==> run_1/layer_met1.png <==
Scale bar: 50 µm. Supply wires on this layer in grey.
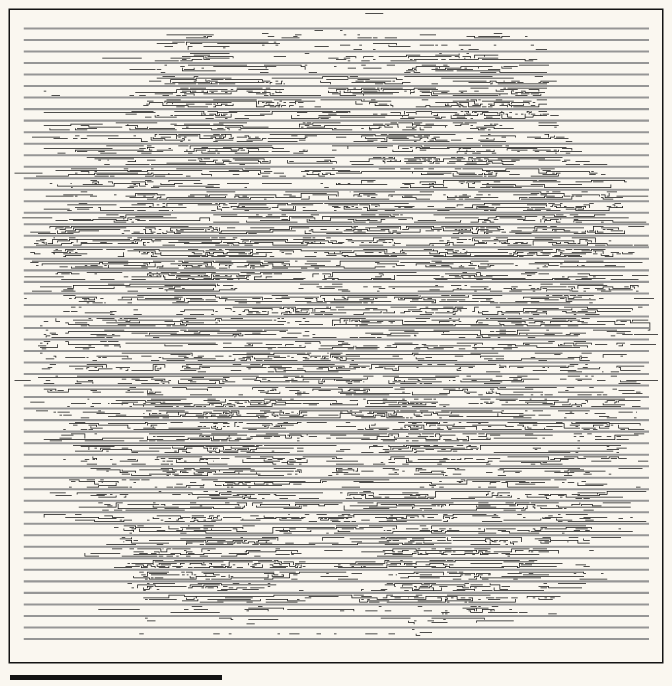
==> run_1/layer_met2.png <==
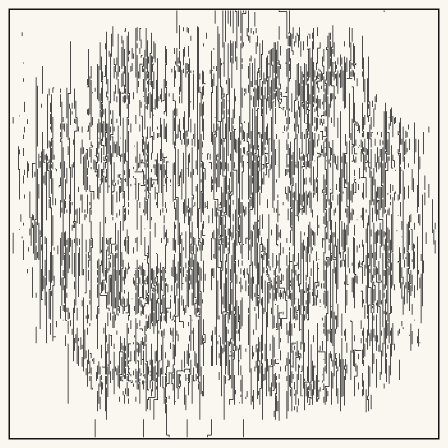
==> run_1/layer_met3.png <==
Scale bar: 50 µm.
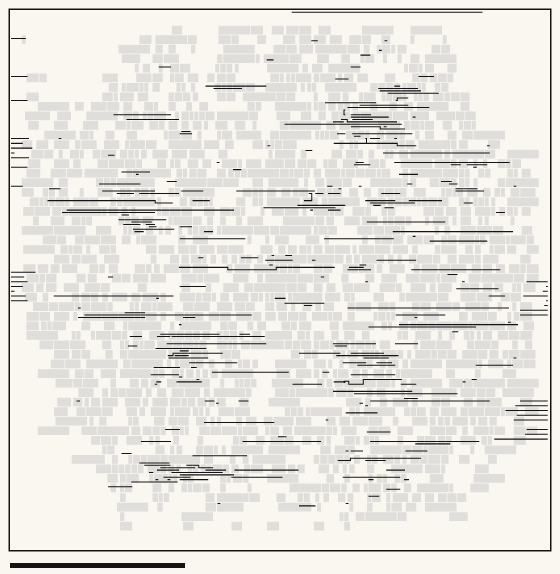
===== src/rtl/bullet_ctrl.sv =====
// Projectile pool: spawns bullets from the player centre on the frame tick, moves
// and retires them, and reports per-pixel hits, a fire pulse and the active count.
module bullet_ctrl #(
   parameter int NUM_BULLETS = 4,
   parameter int BULLET_STEP = 4,
   parameter int COOLDOWN    = 8,
   parameter int BULLET_SIZE = 2,
   parameter int FIRE_KEY    = 44,
   parameter int PLAYER_W    = 18,
   parameter int PLAYER_H    = 20,
   parameter int X_MAX       = 319,
   parameter int Y_MAX       = 239
) (
   input  logic       Clk,
   input  logic       Reset,
   input  logic       frame_clk,
   input  logic [7:0] keycode,
   input  logic [8:0] Player_X,
   input  logic [8:0] Player_Y,
   input  logic [1:0] Player_Dir,
   input  logic [8:0] PixelX,
   input  logic [8:0] PixelY,
   output logic       is_bullet,
   output logic       fire_event,
   output logic [3:0] active_count
);
   localparam int         CW       = (COOLDOWN > 0) ? $clog2(COOLDOWN + 1) : 1;
   localparam logic [9:0] STEP10   = 10'(BULLET_STEP);
   localparam logic [9:0] SIZE10   = 10'(BULLET_SIZE);
   localparam logic [9:0] X_LIM    = 10'(X_MAX + 1 - BULLET_SIZE);
   localparam logic [9:0] Y_LIM    = 10'(Y_MAX + 1 - BULLET_SIZE);
   localparam logic [8:0] STEP9    = 9'(BULLET_STEP);
   localparam logic [8:0] SPAWN_DX = 9'(PLAYER_W / 2 - 1);
   localparam logic [8:0] SPAWN_DY = 9'(PLAYER_H / 2 - 1);

   logic [NUM_BULLETS-1:0] r_active, w_active;
   logic [8:0]             r_x   [NUM_BULLETS];
   logic [8:0]             r_y   [NUM_BULLETS];
   logic [1:0]             r_dir [NUM_BULLETS];
   logic [8:0]             w_x   [NUM_BULLETS];
   logic [8:0]             w_y   [NUM_BULLETS];
   logic [1:0]             w_dir [NUM_BULLETS];
   logic [CW-1:0]          r_cooldown, w_cooldown;
   logic                   r_frame_clk_d, r_frame_tick, r_fire_event;
   logic                   w_fire_req, w_spawned, w_hit;
   logic [3:0]             w_count;

   // Next pool state for a tick: move, retire against the old position, then spawn.
   always_comb begin
      w_active   = r_active;
      w_x        = r_x;
      w_y        = r_y;
      w_dir      = r_dir;
      w_spawned  = 1'b0;
      w_fire_req = (keycode == 8'(FIRE_KEY)) && (r_cooldown == {CW{1'b0}});
      for (int i = 0; i < NUM_BULLETS; i++) begin
         if (r_active[i]) begin
            case (r_dir[i])
               2'd0: begin
                  if (({1'b0, r_y[i]} + STEP10) > Y_LIM) w_active[i] = 1'b0;
                  else                                   w_y[i] = r_y[i] + STEP9;
               end
               2'd1: begin
                  if ({1'b0, r_x[i]} < STEP10) w_active[i] = 1'b0;
                  else                         w_x[i] = r_x[i] - STEP9;
               end
               2'd2: begin
                  if ({1'b0, r_y[i]} < STEP10) w_active[i] = 1'b0;
                  else                         w_y[i] = r_y[i] - STEP9;
               end
               2'd3: begin
                  if (({1'b0, r_x[i]} + STEP10) > X_LIM) w_active[i] = 1'b0;
                  else                                   w_x[i] = r_x[i] + STEP9;
               end
               default: w_active[i] = 1'b0;
            endcase
         end else begin
            w_active[i] = 1'b0;
         end
      end
      // Lowest free slot wins, including one freed by a retire this tick.
      for (int i = 0; i < NUM_BULLETS; i++) begin
         if (w_fire_req && !w_spawned && !w_active[i]) begin
            w_active[i] = 1'b1;
            w_x[i]      = Player_X + SPAWN_DX;
            w_y[i]      = Player_Y + SPAWN_DY;
            w_dir[i]    = Player_Dir;
            w_spawned   = 1'b1;
         end else begin
            w_spawned   = w_spawned;
         end
      end
      if (w_spawned)                           w_cooldown = CW'(COOLDOWN);
      else if (r_cooldown != {CW{1'b0}})       w_cooldown = r_cooldown - CW'(1);
      else                                     w_cooldown = r_cooldown;
   end

   // Frame-edge detection and tick-gated pool update.
   always_ff @(posedge Clk or posedge Reset) begin
      if (Reset) begin
         r_active      <= {NUM_BULLETS{1'b0}};
         for (int i = 0; i < NUM_BULLETS; i++) begin
            r_x[i]   <= 9'd0;
            r_y[i]   <= 9'd0;
            r_dir[i] <= 2'd0;
         end
         r_cooldown    <= {CW{1'b0}};
         r_frame_clk_d <= 1'b0;
         r_frame_tick  <= 1'b0;
         r_fire_event  <= 1'b0;
      end else begin
         r_frame_clk_d <= frame_clk;
         r_frame_tick  <= frame_clk & ~r_frame_clk_d;
         if (r_frame_tick) begin
            r_active     <= w_active;
            r_x          <= w_x;
            r_y          <= w_y;
            r_dir        <= w_dir;
            r_cooldown   <= w_cooldown;
            r_fire_event <= w_spawned;
         end else begin
            r_fire_event <= 1'b0;
         end
      end
   end

   // Pixel hit test and active-slot population count.
   always_comb begin
      w_hit   = 1'b0;
      w_count = 4'd0;
      for (int i = 0; i < NUM_BULLETS; i++) begin
         w_count = w_count + {3'b000, r_active[i]};
         if (r_active[i] &&
             ({1'b0, PixelX} >= {1'b0, r_x[i]}) && ({1'b0, PixelX} < ({1'b0, r_x[i]} + SIZE10)) &&
             ({1'b0, PixelY} >= {1'b0, r_y[i]}) && ({1'b0, PixelY} < ({1'b0, r_y[i]} + SIZE10))) begin
            w_hit = 1'b1;
         end else begin
            w_hit = w_hit;
         end
      end
   end

   assign is_bullet    = w_hit;
   assign active_count = w_count;
   assign fire_event   = r_fire_event;

endmodule


===== config.mk =====
export PLATFORM = sky130hd
export DESIGN_NAME = bullet_ctrl
export DESIGN_NICKNAME = d
export VERILOG_FILES = /design/src/rtl/bullet_ctrl.sv
export SDC_FILE = /design/constraint.sdc
export NUM_CORES = 1
export LEC_CHECK = 0
export ABC_CLOCK_PERIOD_IN_PS = 3500
export CAP_MARGIN = 25
export CORE_MARGIN = 3
export CORE_UTILIZATION = 50
export DETAILED_ROUTE_END_ITERATION = 10
export PLACE_DENSITY = 0.73
export REMOVE_ABC_BUFFERS = 1
export SLEW_MARGIN = 10
export SYNTH_ARGS = -nofsm -noshare
export SYNTH_HDL_FRONTEND = slang
export SYNTH_SLANG_ARGS = --single-unit

===== constraint.sdc =====
create_clock -name Clk -period 3.5 [get_ports Clk]
set_clock_uncertainty 0.05 [all_clocks]
set_input_delay 0.7 -clock Clk [delete_from_list [all_inputs] [get_ports Clk]]
set_output_delay 0.7 -clock Clk [all_outputs]
set_load 0.05 [all_outputs]

==> flow_metrics.rpt, run 1 <==
PHYSICAL IMPLEMENTATION REPORT
----------------------------------------------------
[Clocking]
  Clock transition at path regs ........................ 70 ps
  Number of buffers between clock root and the deepest sink ........................ 2
  Number of sinks on the clock net ........................ around 90
  CTS H-tree lvls ........................ 3
  Clk latency late pin ........................ 360 ps

[Final layout]
  Final Instance Area ........................ 13200 µm²
  Dominant logic cell type in the layout ........................ sky130_fd_sc_hd__ha_1
  Area growth syn-to-layout ........................ 20.2%
  Final core utilization ........................ just over 60%
  Total inserted antenna cells ........................ 0
  Most frequent cells in the layout ........................ sky130_fd_sc_hd__ha_1, sky130_fd_sc_hd__buf_4, sky130_fd_sc_hd__nand2_1

[Route]
  Total vias in the final route ........................ 11100
  Remaining design rule violation count ........................ 0
  Drt wl/cell ........................ 19.4 µm
  Via count normalized by instance count ........................ 6.22
  Tally of nets with antenna violations remaining after routing ........................ 0
  Number of search-and-repair iterations in the first detailed-routing pass ........................ 6

[STA]
  Actual slew at the worst max-slew pin ........................ 804 ps
  Worst Slack Setup Final ........................ -241 ps
  Slew Limit Headroom ........................ 45.8%
  Final setup violating endpoints ........................ 1
  Final-report hold violation count ........................ 0
  Setup repair after global routing missed its margin ........................ true
  Maximum frequency from static timing analysis ........................ 0.267 GHz
  Final min period ........................ roughly 3700 ps

[Floorplan]
  Die Ht ........................ about 150 µm
  FP Util ........................ 51.4%
  Number of ports placed on the die boundary ........................ between 50 and 60
  Core outline area ........................ ~21000 µm²
  Core Rows ........................ 53

[Placement]
  Half-perimeter wire length of the detailed placement result ........................ approximately 27 mm
  Port Buffer Count ........................ about 53
  RePlAce Congestion ........................ 0.994
  Post-Place Setup Slack ........................ -633 ps

[Logic synthesis]
  Post-synthesis average cell area ........................ just over 8 µm²
  Synthesis Warnings ........................ 0
  Count of flip-flops with a built-in enable after synthesis ........................ 0
  Sequential-to-total area share from yosys stat ........................ 20.8%
  Instance tally after logic synthesis ........................ 1354
  Largest cells by area ........................ sky130_fd_sc_hd__dfrtp_1, sky130_fd_sc_hd__ha_1, sky130_fd_sc_hd__xnor2_1, sky130_fd_sc_hd__a21oi_1, sky130_fd_sc_hd__nand2_1
  Synthesis area per yosys ........................ 10900 µm²
  Synth top cell by count ........................ sky130_fd_sc_hd__ha_1
  Cell variety after synth ........................ 92
  Post-synthesis cell type with the largest combined area ........................ sky130_fd_sc_hd__dfrtp_1
  Number of synthesized register bits ........................ 91
  Top cells by count, synth ........................ sky130_fd_sc_hd__ha_1, sky130_fd_sc_hd__nand2_1, sky130_fd_sc_hd__a21oi_1, sky130_fd_sc_hd__dfrtp_1, sky130_fd_sc_hd__inv_1

[Setup path]
  Arrival time reported for the critical path endpoint ........................ 2990 ps
  Type of destination of the critical path ........................ output port
  R2r setup slk ........................ around 140 ps
  Biggest fanout along the worst timing path ........................ 3
  Worst reg2reg path startpoint ........................ r_x[29]$_DFFE_PP0P_
  Critical setup path kind ........................ flip-flop to output port
  Worst setup SP type ........................ flip-flop

[Global route]
  Met3 usage ........................ 3.72%
  Met2 Use GR ........................ ~45%
  Global route total overflow ........................ 0
  Wire length of the first global-routing pass ........................ 55.6 mm
  Via count of the first global-routing pass ........................ 10700
  Met1 track demand over resource ........................ 38.6%
  Largest net degree at the start of global routing ........................ ~57

[Min path]
  Hold Path End ........................ r_frame_tick$_DFF_PP0_
  Hold Path Origin ........................ r_frame_clk_d$_DFF_PP0_
  Path class of the lowest-slack min-delay path ........................ flip-flop to flip-flop
  Worst Hold Path Cells ........................ 1

[Power and ir drop]
  Pwr Density ........................ 236 nW/µm²
  Static leakage ........................ 5.99 nW
  VDD IR-drop max ........................ 0.207 mV

[Status]
  Run status ........................ complete, but fails checks
  Violated checks ........................ negative setup slack

[Flow run]
  Number of logged tool warnings ........................ 53

----------------------------------------------------
-- layer_met1.png (at the start) --
share of all routed wire = 43%
wire length on this layer = 14900 µm
main direction = horizontal
longest straight run = 58.4 µm
nets with wire on the layer = 1594

-- layer_met2.png (at the start) --
share of all routed wire = 44%
wire length on this layer = 15300 µm
nets with wire on the layer = 1459
longest straight run = 57.1 µm
main direction = vertical

-- layer_met3.png (at the start) --
wire length on this layer = 2260 µm
share of all routed wire = 6.6%

run 1: power breakdown:
group          internal, mW  switching, mW
clock network         0.648          0.472
logic                 0.386          0.466
registers              1.09         0.0428
run 1: sequential cells by signal, indices dropped and copies added, names as in the netlist:
name and flops:
r_y 36, r_cooldown 4, r_active 4, r_frame_clk_d 1, r_dir 8, r_frame_tick 1
r_x 36, fire_event 1
run 1: worst max path at each step:
stage / start / end / slack, ps
after global placement: PixelX[0] / is_bullet / -660
after CTS: r_y[11]$_DFFE_PP0P_ / is_bullet / -240
final: r_y[11]$_DFFE_PP0P_ / is_bullet / -240
after detailed placement: PixelX[0] / is_bullet / -630
after floorplan: r_x[30]$_DFFE_PP0P_ / r_x[29]$_DFFE_PP0P_ / -80
after global routing: r_y[1]$_DFFE_PP0P_ / is_bullet / -340
run 1: per-layer routing:
layer / up-vias / routed length, µm / share of wire (%)
met1: 5234 / 14900 / 43
met2: 447 / 15300 / 44
met5: - / 0 / 0
met3: 116 / 2260 / 6.6
li1: 5265 / - / -
met4: 0 / 2000 / 5.8
run 1: stage by stage:
step / setup TNS [ps] / instances / power (mW)
floorplan: -261 / 1294 / 1.58
global placement: -676 / 1757 / 1.93
detailed placement: -971 / 1757 / 1.95
CTS: -243 / 1774 / 3.09
global route: -366 / 1778 / 3.24
finish: -241 / 1778 / 3.11
run 1: cell type report:
cell class / instances / area, µm²
multi-input combinational: 1114 / 8250
fill: 1847 / 8120
sequential: 91 / 2290
timing repair buffer: 193 / 1630
tap: 275 / 344
inverter: 89 / 337
clock buffer: 12 / 246
clock inverter: 4 / 73.8
run 1: repair_timing:
| action | CTS | global route |
|---|---|---|
| setup endpoints to repair | 1 | 33 |
| pin swaps | 29 | 5 |
| hold endpoints to repair | 0 | 0 |
| gates resized | 51 | 29 |
| buffers inserted | 2 | 4 |
run 1: worst max-delay path, cell delays in order, from the launching register on:
cell,delay (ps)
sky130_fd_sc_hd__dfrtp_1,390
sky130_fd_sc_hd__ha_2,220
sky130_fd_sc_hd__nand3_2,130
sky130_fd_sc_hd__xnor2_2,170
sky130_fd_sc_hd__ha_1,260
sky130_fd_sc_hd__o21a_1,160
sky130_fd_sc_hd__o21ai_1,110
sky130_fd_sc_hd__a21oi_1,60
sky130_fd_sc_hd__or3_4,410
sky130_fd_sc_hd__a21oi_4,170
sky130_fd_sc_hd__o311ai_4,130
sky130_fd_sc_hd__nand4_1,230
sky130_fd_sc_hd__buf_12,170
run 1: logic make-up after synthesis:
family | Yosys count | share of synthesized area, %
compound gates | 392 | 23.6
fa+ha+maj | 177 | 20.3
xor+xnor | 77 | 6.16
flops | 91 | 20.8
mux | 37 | 3.62
other cells | 1 | 0.0343
simple gates | 430 | 20.1
buf+inv | 149 | 5.44
--- run 2 (diff from run 1) ---
Settings changed: CAP_MARGIN 25 to 20, PLACE_DENSITY 0.73 to default, PLACE_DENSITY_LB_ADDON from default to 0.12.
==> run_2/layer_met1.png <==
Scale bar: 50 µm. Supply wires on this layer in grey.
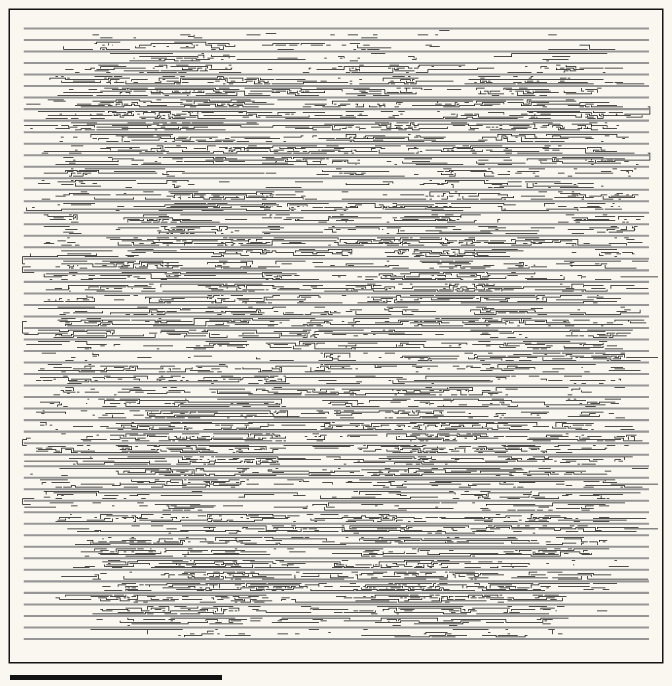
longest straight run = 60.3 µm
share of all routed wire = 46%
wire length on this layer = 15900 µm

==> run_2/layer_met2.png <==
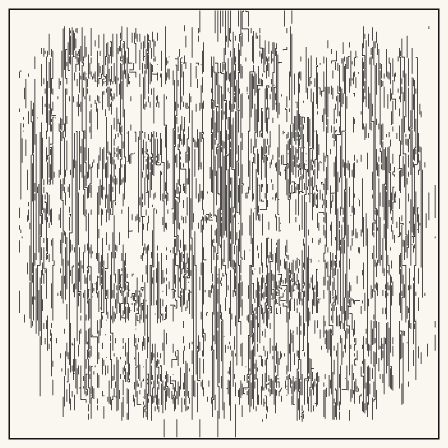
wire length on this layer = 15600 µm
main direction = vertical
share of all routed wire = 46%
longest straight run = 75.5 µm

==> flow_metrics.rpt, run 2 <==
PHYSICAL IMPLEMENTATION REPORT
----------------------------------------------------
[Flow run]
  Number of logged tool warnings ........................ between 50 and 60
  Number of max-capacitance violations reported ........................ 0

[STA]
  TNS Setup ........................ -324 ps
  Share of the clock period used by the worst path after layout ........................ 109%
  Final-report hold violation count ........................ 0
  Setup repair after global routing missed its margin ........................ true
  Number of max-slew violations in the final report ........................ 0
  Final min period ........................ ~3800 ps
  Maximum frequency from static timing analysis ........................ 0.262 GHz
  Final setup violating endpoints ........................ 1
  Min Hold Slack ........................ 350 ps
  Actual slew at the worst max-slew pin ........................ slightly below 800 ps
  Slew Limit Headroom ........................ 46.7%
  Worst Slack Setup Final ........................ -324 ps

[Final layout]
  Total inserted antenna cells ........................ 0
  Ratio of cells with drive above 1 in the final layout ........................ ~18%
  Most frequent cells in the layout ........................ sky130_fd_sc_hd__ha_1, sky130_fd_sc_hd__buf_4, sky130_fd_sc_hd__nand2_1
  Dominant logic cell type in the layout ........................ sky130_fd_sc_hd__ha_1
  Largest registers ranked by flip-flop count ........................ r_x x36, r_y x36, r_dir x8
  Area growth syn-to-layout ........................ 21.7%

[Placement]
  Port Buffer Count ........................ 53
  Half-perimeter wire length of the detailed placement result ........................ 26.9 mm
  RePlAce Congestion ........................ 0.936

[Route]
  Tally of nets with antenna violations remaining after routing ........................ 0
  Via count normalized by instance count ........................ 6.00
  Final wirelength ........................ 34.2 mm
  Remaining design rule violation count ........................ 0
  Total vias in the final route ........................ 10800
  Drt wl/cell ........................ 19.0 µm
  Number of search-and-repair iterations in the first detailed-routing pass ........................ 5

[Status]
  Run status ........................ complete, but fails checks
  Violated checks ........................ negative setup slack

[Logic synthesis]
  Post-synthesis cell type with the largest combined area ........................ sky130_fd_sc_hd__dfrtp_1
  Yosys cell count ........................ 1354
  Area share of the largest cell type after synthesis ........................ around a fifth
  Synthesis Warnings ........................ 0
  Largest cells by area ........................ sky130_fd_sc_hd__dfrtp_1, sky130_fd_sc_hd__ha_1, sky130_fd_sc_hd__xnor2_1, sky130_fd_sc_hd__a21oi_1, sky130_fd_sc_hd__nand2_1
  Post-synth design cell area ........................ 10900 µm²
  Synth Flop Type ........................ sky130_fd_sc_hd__dfrtp_1
  Cell variety after synth ........................ 92
  Count of flip-flops with a built-in enable after synthesis ........................ 0
  Synthesis area per yosys ........................ 10900 µm²
  Post-synthesis average cell area ........................ about 8.1 µm²
  Instance tally after logic synthesis ........................ 1354
  Number of synthesized register bits ........................ 91
  Synth top cell by count ........................ sky130_fd_sc_hd__ha_1
  Async set-reset flop share out of synthesis ........................ 100%
  Top cells by count, synth ........................ sky130_fd_sc_hd__ha_1, sky130_fd_sc_hd__nand2_1, sky130_fd_sc_hd__a21oi_1, sky130_fd_sc_hd__dfrtp_1, sky130_fd_sc_hd__inv_1
  Sequential-to-total area share from yosys stat ........................ 20.8%

[Setup path]
  R2r setup slk ........................ 170 ps
  Arrival time reported for the critical path endpoint ........................ slightly above 3000 ps
  Capturing point of the worst reg2reg path ........................ r_y[6]$_DFFE_PP0P_
  Worst setup SP type ........................ input pin
  Critical setup path kind ........................ input pin to output port
  Type of destination of the critical path ........................ output port
  R2R depth ........................ 12
  Biggest fanout along the worst timing path ........................ 7
  Worst reg2reg path startpoint ........................ r_x[30]$_DFFE_PP0P_

[Power and ir drop]
  Static leakage ........................ 6.08 nW
  Pwr Density ........................ 232 nW/µm²
  VDD IR-drop max ........................ 0.242 mV

[Clocking]
  Number of buffers between clock root and the deepest sink ........................ 2
  Clock tree from TritonCTS ........................ done
  Clk latency late pin ........................ between 300 and 400 ps
  Clock transition at path regs ........................ approximately 70 ps
  Number of buffers added to fix hold violations after cts ........................ 0
  Number of sinks on the clock net ........................ around 91
  CTS H-tree lvls ........................ 3

[Floorplan]
  Die Ht ........................ about 150 µm
  Core Rows ........................ between 50 and 60
  Number of ports placed on the die boundary ........................ 55
  FP Util ........................ 51.4%
  Core outline area ........................ 21300 µm²

[Global route]
  Met1 track demand over resource ........................ between 40% and 50%
  Global route total overflow ........................ 0
  Met3 usage ........................ 3.80%
  Highest-utilization routing layer at the global route stage ........................ met2
  Largest net degree at the start of global routing ........................ 92
  Met2 Use GR ........................ ~47%
  Wire length of the first global-routing pass ........................ 55.8 mm
  Via count of the first global-routing pass ........................ 10400

[Min path]
  Hold Path Origin ........................ r_frame_clk_d$_DFF_PP0_
  Path class of the lowest-slack min-delay path ........................ flip-flop to flip-flop
  Hold Path End ........................ r_frame_tick$_DFF_PP0_
  Worst Hold Path Cells ........................ 1

----------------------------------------------------
==> run 2: cell types whose count changed in the layout (fill, tap and decap cells not counted), sizes merged <==
cell and delta:
buf +20, clkdlybuf4s15 -2, clkbuf -1, clkdlybuf4s50 +1, clkinvlp +1
==> run 2: kinds of logic after synthesis <==
logic type	synth area share [%]
and+or+nand+nor	20.1
xor gates and xnor gates	6.16
muxes	3.62
adders and majority gates	20.3
DFF	20.8
buffers and inverters	5.44
other	0.0343
AOI/OAI and AO/OA	23.6
==> run 2: worst max path at each step <==
stage,slack (ps),to,start,depth (start not counted)
finish,-320,is_bullet,PixelY[8],10
global route,-410,is_bullet,PixelX[1],14
CTS,-330,is_bullet,r_y[11]$_DFFE_PP0P_,14
detailed placement,-690,is_bullet,PixelX[0],15
global placement,-680,is_bullet,PixelX[0],15
floorplan,-80,r_x[29]$_DFFE_PP0P_,r_x[30]$_DFFE_PP0P_,10
==> run 2: metal layers <==
| layer | share of wire (%) | wire, µm |
|---|---|---|
| met1 | 46 | 15900 |
| met2 | 46 | 15600 |
| met3 | 5.5 | 1890 |
| met4 | 2.4 | 814 |
| met5 | 0.035 | 12 |
==> run 2: timing repair <==
item / in CTS / in global routing
buffers inserted: 2 / 2
setup endpoints to repair: 1 / 53
gates resized: 42 / 33
pin swaps: 22 / 11
==> run 2: final cells by class <==
class                      instances  area, µm²
multi-input combinational       1114       8240
fill                            1928       7970
clock buffer                      11        253
inverter                          89        337
tap                              275        344
sequential                        91       2280
timing repair buffer             212       1780
clock inverter                     5       85.1
==> run 2: per-stage QoR <==
| step | cells | worst slack [ps] | cell area (µm²) | total power, mW | utilization [%] |
|---|---|---|---|---|---|
| 2_1_floorplan | 1294 | -79.3 | 10700 | 1.58 | - |
| 3_3_place_gp | 1779 | -685 | 12800 | 1.92 | 60.1 |
| 3_5_place_dp | 1779 | -689 | 12800 | 1.93 | 60.1 |
| 4_1_cts | 1795 | -331 | 13200 | 3.10 | 62.0 |
| 5_1_grt | 1797 | -406 | 13300 | 3.25 | 62.6 |
| 6_report | 1797 | -324 | 13300 | 3.09 | 62.6 |
==> run 2: critical path: stages <==
cell and delay [ps]:
sky130_fd_sc_hd__clkdlybuf4s50_1 550, sky130_fd_sc_hd__buf_4 220, sky130_fd_sc_hd__ha_1 270, sky130_fd_sc_hd__a21o_1 230, sky130_fd_sc_hd__a221o_1 350, sky130_fd_sc_hd__a21oi_1 160, sky130_fd_sc_hd__nand3_2 120, sky130_fd_sc_hd__nand4_1 200
sky130_fd_sc_hd__buf_4 160, sky130_fd_sc_hd__buf_12 120
==> run 2: where the power goes <==
group | switching [mW] | internal [mW]
Sequential | 0.0412 | 1.09
Combinational | 0.450 | 0.351
Clock | 0.490 | 0.670
--- run 3 (diff from run 2) ---
Settings changed: CELL_PAD_IN_SITES_DETAIL_PLACEMENT from default to 1, CELL_PAD_IN_SITES_GLOBAL_PLACEMENT from default to 1, CORE_UTILIZATION 50 to 47.
==> run_3/clocks.png <==
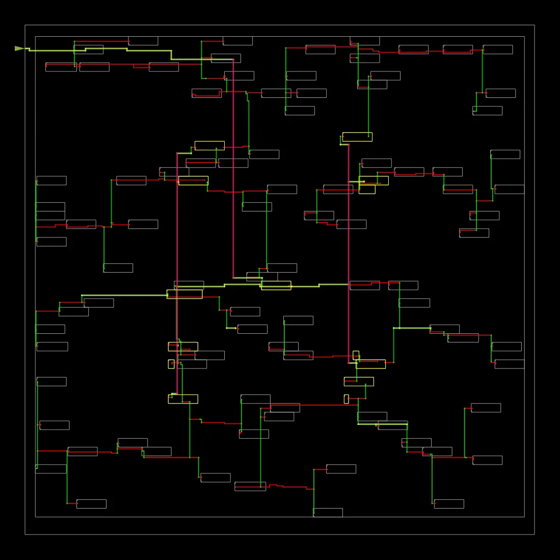
power dissipated in the clock network: 1.04 mW
flip-flops: 91
clk latency late pin: 360 ps
number of sinks on the clock net: 91
clkbuf count: 11

==> run_3/layer_met4.png <==
Supply wires on this layer in grey.
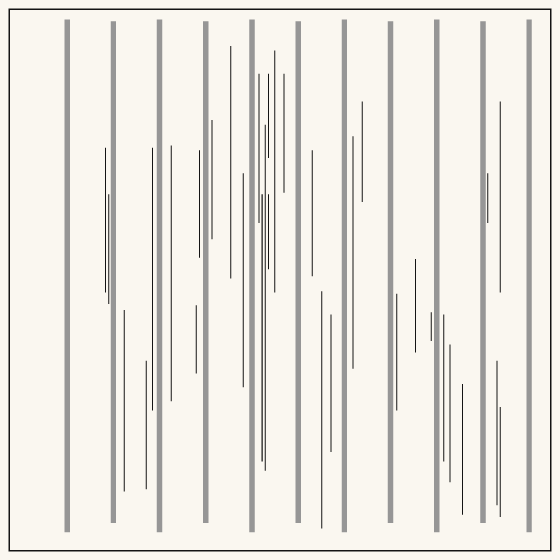
wire length on this layer = 1490 µm
longest straight run = 101 µm
share of all routed wire = 3.7%
nets with wire on the layer = 30
main direction = vertical

==> flow_metrics.rpt, run 3 <==
PHYSICAL IMPLEMENTATION REPORT
----------------------------------------------------
[Status]
  Run status ........................ complete, but fails checks
  Violated checks ........................ negative setup slack

[STA]
  Worst Slack Setup Final ........................ -217 ps
  Slew Limit Headroom ........................ 46.1%
  Number of max-slew violations in the final report ........................ 0
  Final-report hold violation count ........................ 0
  Final setup violating endpoints ........................ 1

[Final layout]
  Largest registers ranked by flip-flop count ........................ r_x x36, r_y x36, r_dir x8
  Filler Cell Count ........................ 2741
  Most frequent cells in the layout ........................ sky130_fd_sc_hd__ha_1, sky130_fd_sc_hd__buf_4, sky130_fd_sc_hd__nand2_1
  Dominant logic cell type in the layout ........................ sky130_fd_sc_hd__ha_1
  Total inserted antenna cells ........................ 0
  Area growth syn-to-layout ........................ 23.7%

[Clocking]
  Number of buffers between clock root and the deepest sink ........................ 2
  Clock tree from TritonCTS ........................ done

[Logic synthesis]
  Area share of the largest cell type after synthesis ........................ 20.8%
  Async set-reset flop share out of synthesis ........................ 100%
  Synth top cell by count ........................ sky130_fd_sc_hd__ha_1
  Largest cells by area ........................ sky130_fd_sc_hd__dfrtp_1, sky130_fd_sc_hd__ha_1, sky130_fd_sc_hd__xnor2_1, sky130_fd_sc_hd__a21oi_1, sky130_fd_sc_hd__nand2_1
  Synthesis Warnings ........................ 0
  Sequential-to-total area share from yosys stat ........................ a little over a fifth
  Yosys cell count ........................ 1354
  Number of synthesized register bits ........................ approximately 91
  Post-synthesis average cell area ........................ 8.08 µm²
  Top cells by count, synth ........................ sky130_fd_sc_hd__ha_1, sky130_fd_sc_hd__nand2_1, sky130_fd_sc_hd__a21oi_1, sky130_fd_sc_hd__dfrtp_1, sky130_fd_sc_hd__inv_1
  Instance tally after logic synthesis ........................ between 1000 and 1500

[Power and ir drop]
  VDD IR-drop max ........................ approximately 0.20 mV

[Route]
  Tally of nets with antenna violations remaining after routing ........................ 0
  Remaining design rule violation count ........................ 0
  Via count normalized by instance count ........................ roughly 6.1
  Number of search-and-repair iterations in the first detailed-routing pass ........................ 5
  Final wirelength ........................ between 30 and 40 mm
  Total vias in the final route ........................ 11200

[Placement]
  Half-perimeter wire length of the detailed placement result ........................ a little over 30 mm
  Port Buffer Count ........................ ~53
  RePlAce Congestion ........................ slightly above 0.9

[Setup path]
  Biggest fanout along the worst timing path ........................ 6
  Critical path's most frequent cell ........................ sky130_fd_sc_hd__a21oi_2
  Critical setup path kind ........................ input pin to output port
  Max incr delay on CP ........................ between 300 and 400 ps

[Flow run]
  Number of max-capacitance violations reported ........................ 0

[Global route]
  Largest net degree at the start of global routing ........................ 49

[Floorplan]
  Core outline area ........................ around 23000 µm²

[Min path]
  Path class of the lowest-slack min-delay path ........................ flip-flop to flip-flop

----------------------------------------------------
run 3: netlist changes by cell type in the layout (fill, tap and decap cells not counted), sizes merged:
| cell | change |
|---|---|
| buf | -13 |
| clkdlybuf4s15 | +2 |
| bufinv | -1 |
| clkdlybuf4s50 | +1 |
| clkinvlp | -1 |
| dlygate4sd2 | -1 |
run 3: worst paths after layout:
| check | startpoint | to | slack, ps | cells after the start |
|---|---|---|---|---|
| max | PixelY[1] | is_bullet | -220 | 13 |
| min | r_frame_clk_d$_DFF_PP0_ | r_frame_tick$_DFF_PP0_ | 350 | 1 |
| max reg2reg | r_x[29]$_DFFE_PP0P_ | r_y[3]$_DFFE_PP0P_ | 120 | 16 |
| min reg2reg | r_frame_clk_d$_DFF_PP0_ | r_frame_tick$_DFF_PP0_ | 350 | 1 |
| max in group asynchronous | Reset | r_x[24]$_DFFE_PP0P_ | 1910 | 3 |
| min in group asynchronous | Reset | fire_event$_DFF_PP0_ | 730 | 2 |
run 3: kinds of logic after synthesis:
family / Yosys count / share of synthesized area, %
adders and majority gates: 177 / 20.3
xor gates and xnor gates: 77 / 6.16
and+or+nand+nor: 430 / 20.1
other: 1 / 0.0343
DFF: 91 / 20.8
AOI/OAI and AO/OA: 392 / 23.6
muxes: 37 / 3.62
buffers and inverters: 149 / 5.44
run 3: through the flow:
stage | setup TNS (ps) | worst slack [ps] | instances | power (mW) | hold WS [ps]
final | -217 | -217 | 1822 | 3.03 | 346
after global routing | -568 | -325 | 1822 | 3.17 | 356
after CTS | -203 | -203 | 1812 | 3.02 | 351
after detailed placement | -5320 | -570 | 1792 | 1.96 | 341
after global placement | -2930 | -475 | 1792 | 1.92 | 335
after floorplan | -261 | -79.3 | 1294 | 1.58 | 328
run 3: metal layers:
metal	global-route usage, %	share of wire [%]
met1	42.1	44
met2	52.1	48
met3	3.21	4.7
met4	11.4	3.7
met5	0	0
run 3: area by class of cell:
class                   count  area [µm²]  area share (%)
clock buffers              11         243            1.79
clock inverters             3        40.0           0.296
inverters                  89         337            2.49
multi-input cells        1114        8520            62.9
flip-flops and latches     91        2290            16.9
well taps                 313         392            2.89
repair buffers            201        1720            12.7
run 3: worst max-delay path: cells and delay by family:
kind | cells | cell delay [ps]
fa+ha+maj | 1 | 190
buf+inv | 3 | 540
compound gates | 6 | 940
simple gates | 3 | 600
run 3: power breakdown:
part | internal (mW) | total (mW) | switching (mW)
logic | 0.367 | 0.862 | 0.495
registers | 1.09 | 1.14 | 0.0434
clock network | 0.566 | 1.04 | 0.471
run 3: timing repair:
item | in CTS | in global routing
endpoints found under the setup margin | 22 | 44
pin swaps | 32 | 35
setup buffers | 6 | 9
cloned | 0 | 1
resized | 75 | 64
hold endpoints to repair | 0 | 0
Power figures rest on the tool's default switching activity, not on a simulated workload.
